## src/rtl/recirculacion_param.sv

```systemverilog
// Two-stage registered recirculation stage: lanes are registered, then steered to
// the forward path or back to the probador under a debounced idle-sync mode FSM.
module recirculacion_param #(
    parameter int unsigned N_CH      = 4,
    parameter int unsigned DATA_W    = 8,
    parameter int unsigned IDLE_SYNC = 2,
    parameter int unsigned CNT_W     = 8
) (
    input  logic                     clk_f,
    input  logic                     reset_L,
    input  logic                     idle_out,
    input  logic                     cnt_clr,
    input  logic [N_CH*DATA_W-1:0]   data_in,
    input  logic [N_CH-1:0]          valid_in,
    output logic [N_CH*DATA_W-1:0]   data_out,
    output logic [N_CH-1:0]          valid_out,
    output logic [N_CH*DATA_W-1:0]   data_rp,
    output logic [N_CH-1:0]          valid_rp,
    output logic [N_CH*CNT_W-1:0]    recirc_cnt,
    output logic                     fwd_mode
);

    localparam int unsigned IC_W = $clog2(IDLE_SYNC + 1);
    // idle_cnt value at which one more idle cycle completes the debounce
    localparam logic [IC_W-1:0] SYNC_LAST = IC_W'(IDLE_SYNC - 1);

    typedef enum logic [1:0] {
        RECIRC = 2'd0,
        ARM    = 2'd1,
        FWD    = 2'd2
    } state_t;

    state_t                 state;
    logic [IC_W-1:0]        idle_cnt;
    logic [N_CH*DATA_W-1:0] data_s;
    logic [N_CH-1:0]        valid_s;

    always_ff @(posedge clk_f) begin
        if (!reset_L) begin
            state    <= RECIRC;
            idle_cnt <= '0;
            fwd_mode <= 1'b0;
        end else begin
            case (state)
                RECIRC: begin
                    if (idle_out) begin
                        if (IDLE_SYNC == 1) begin
                            state    <= FWD;
                            fwd_mode <= 1'b1;
                        end else begin
                            state    <= ARM;
                            idle_cnt <= IC_W'(1);
                        end
                    end
                end
                ARM: begin
                    if (!idle_out) begin
                        state    <= RECIRC;
                        idle_cnt <= '0;
                    end else if (idle_cnt == SYNC_LAST) begin
                        state    <= FWD;
                        idle_cnt <= '0;
                        fwd_mode <= 1'b1;
                    end else begin
                        idle_cnt <= idle_cnt + 1'b1;
                    end
                end
                FWD: begin
                    if (!idle_out) begin
                        state    <= RECIRC;
                        fwd_mode <= 1'b0;
                    end
                end
                default: begin
                    state    <= RECIRC;
                    idle_cnt <= '0;
                    fwd_mode <= 1'b0;
                end
            endcase
        end
    end

    always_ff @(posedge clk_f) begin
        if (!reset_L) begin
            data_s  <= '0;
            valid_s <= '0;
        end else begin
            data_s  <= data_in;
            valid_s <= valid_in;
        end
    end

    // Routing uses the pre-edge fwd_mode, so a mode change hits the words already in stage 1
    always_ff @(posedge clk_f) begin
        if (!reset_L) begin
            data_out   <= '0;
            valid_out  <= '0;
            data_rp    <= '0;
            valid_rp   <= '0;
            recirc_cnt <= '0;
        end else begin
            for (int unsigned i = 0; i < N_CH; i++) begin
                if (fwd_mode) begin
                    valid_out[i]              <= valid_s[i];
                    data_out[i*DATA_W +: DATA_W] <= valid_s[i] ? data_s[i*DATA_W +: DATA_W] : '0;
                    valid_rp[i]               <= 1'b0;
                    data_rp[i*DATA_W +: DATA_W]  <= '0;
                end else begin
                    valid_rp[i]               <= valid_s[i];
                    data_rp[i*DATA_W +: DATA_W]  <= valid_s[i] ? data_s[i*DATA_W +: DATA_W] : '0;
                    valid_out[i]              <= 1'b0;
                    data_out[i*DATA_W +: DATA_W] <= '0;
                end

                if (cnt_clr) begin
                    recirc_cnt[i*CNT_W +: CNT_W] <= '0;
                end else if (!fwd_mode && valid_s[i] && (recirc_cnt[i*CNT_W +: CNT_W] != '1)) begin
                    recirc_cnt[i*CNT_W +: CNT_W] <= recirc_cnt[i*CNT_W +: CNT_W] + 1'b1;
                end
            end
        end
    end

endmodule

```

## config.mk

```make
export PLATFORM = sky130hd
export DESIGN_NAME = recirculacion_param
export DESIGN_NICKNAME = d
export VERILOG_FILES = /design/src/rtl/recirculacion_param.sv
export SDC_FILE = /design/constraint.sdc
export NUM_CORES = 1
export LEC_CHECK = 0
export CORE_MARGIN = 4
export CORE_UTILIZATION = 40
export DETAILED_ROUTE_END_ITERATION = 6
export GPL_TIMING_DRIVEN = 0
export PLACE_DENSITY = 0.7
export SETUP_SLACK_MARGIN = 0.1
export SYNTH_ARGS = -nofsm -noshare
export SYNTH_HDL_FRONTEND = slang
export SYNTH_SLANG_ARGS = --single-unit
```

## constraint.sdc

```tcl
create_clock -name clk_f -period 3.1 [get_ports clk_f]
set_input_delay 0.62 -clock clk_f [delete_from_list [all_inputs] [get_ports clk_f]]
set_output_delay 0.62 -clock clk_f [all_outputs]
set_load 0.1 [all_outputs]
```

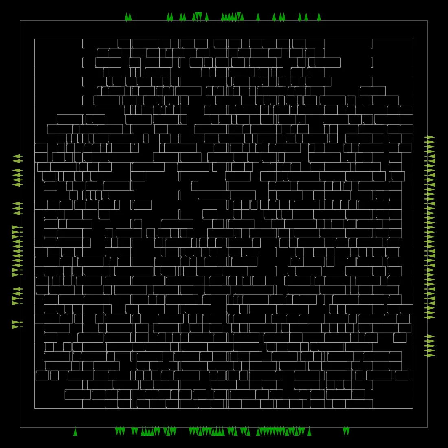
Figure 1: cell outlines without signal wires.
non-filler instance count after layout: 756
Seq area share: 41.5%
Flops: 145

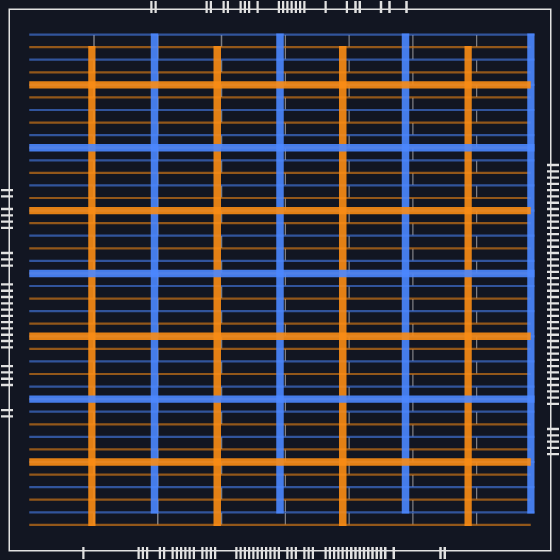
Figure 2: supply network.
Pins as bars on the die edge. Tap cells in grey.
VDD: in blue. VSS: in orange.
143 tap cells. 8 straps on met4.

==> summary.txt <==
yosys + openroad results -> status=completed, Worst Skew=0.0145 ns, Buffers, non-clock=166, DRT antenna net count=0, xor/xnor share=0.924%, endpoints failing hold=0, FF+latch area=2900 sq um, Core Box Area=11500 sq um, I/O pin cnt=145, Max Clock Freq=363 MHz, sequential fraction of the synthesis area=61.3%, hold path cells=1, NumNets Final=644, clock group share of total power=49.7%, post-synthesis cell area=4740 sq um, Final min period=2.76 ns, setup tns final=0 ns, Final clock-cell share=9.12%, CTS sink cnt=145, Worst Setup SP=fwd_mode, Place WS=0.736 ns, Skew-Pair Late Insertion Delay=0.41 ns, Yosys Instances=437, vias per cell=4.81, tool warnings=26, dpl cells=724, final-layout clock buffer total=18, logic share of the area=24.5%, Clock group=0.00217 W, TAP cells=143, Die Y-Extent=117 microns, fp_density=41.1%, Top cells by area=dfxtp_1 61%, and2_1 9.8%, and3_1 5.5%, yosys warns=0, total vias in the final route=3639, area leader, netlist=dfxtp_1, Detailed Route Iter0 Violations=144, final hold slack=0.439 ns, Power Density=624 nW/um^2, Post-DP HPWL=8.32 mm, Yosys chip area=4740 sq um, pin count of the biggest net entering global routing=17, highest-delay cell along the critical path=clkdlybuf4s50_1, Die X=117 microns, fraction of layout cells with a size suffix above 1=9.46%, worst reg2reg path depth=5, Tot GR Track Use=17.0%, Placed Instance Area=6360 sq um, yosys simple share=27.1%, Initial DRT Pass Iterations=4, Biggest Area Class=flip-flops and latches
[placed cells by master, fill, tap and decap left out, types with 5 or more instances in the layout]
cell type,count
a21oi_1,8
a31oi_1,10
and2_1,74
and3_1,42
and4_1,5
buf_2,9
clkbuf_1,11
clkbuf_16,17
clkdlybuf4s50_1,144
dfxtp_1,145
inv_1,5
inv_8,5
mux2i_1,6
nand2_1,14
nand3_1,13
nand4_1,8
nor2_1,13
nor3_1,9
o21ai_0,14
xor2_1,5
[logic make-up (layout without fill, tap and decap cells)]
logic type | Yosys count | in the layout
adder cells (fa/ha/maj) | 4 | 4
flip-flops | 145 | 145
AND/OR/NAND/NOR | 206 | 206
buffers and inverters | 27 | 203
AND-OR/OR-AND | 44 | 44
multiplexers | 6 | 6
XOR/XNOR | 5 | 5
Power figures rest on the tool's default switching activity, not on a simulated workload.
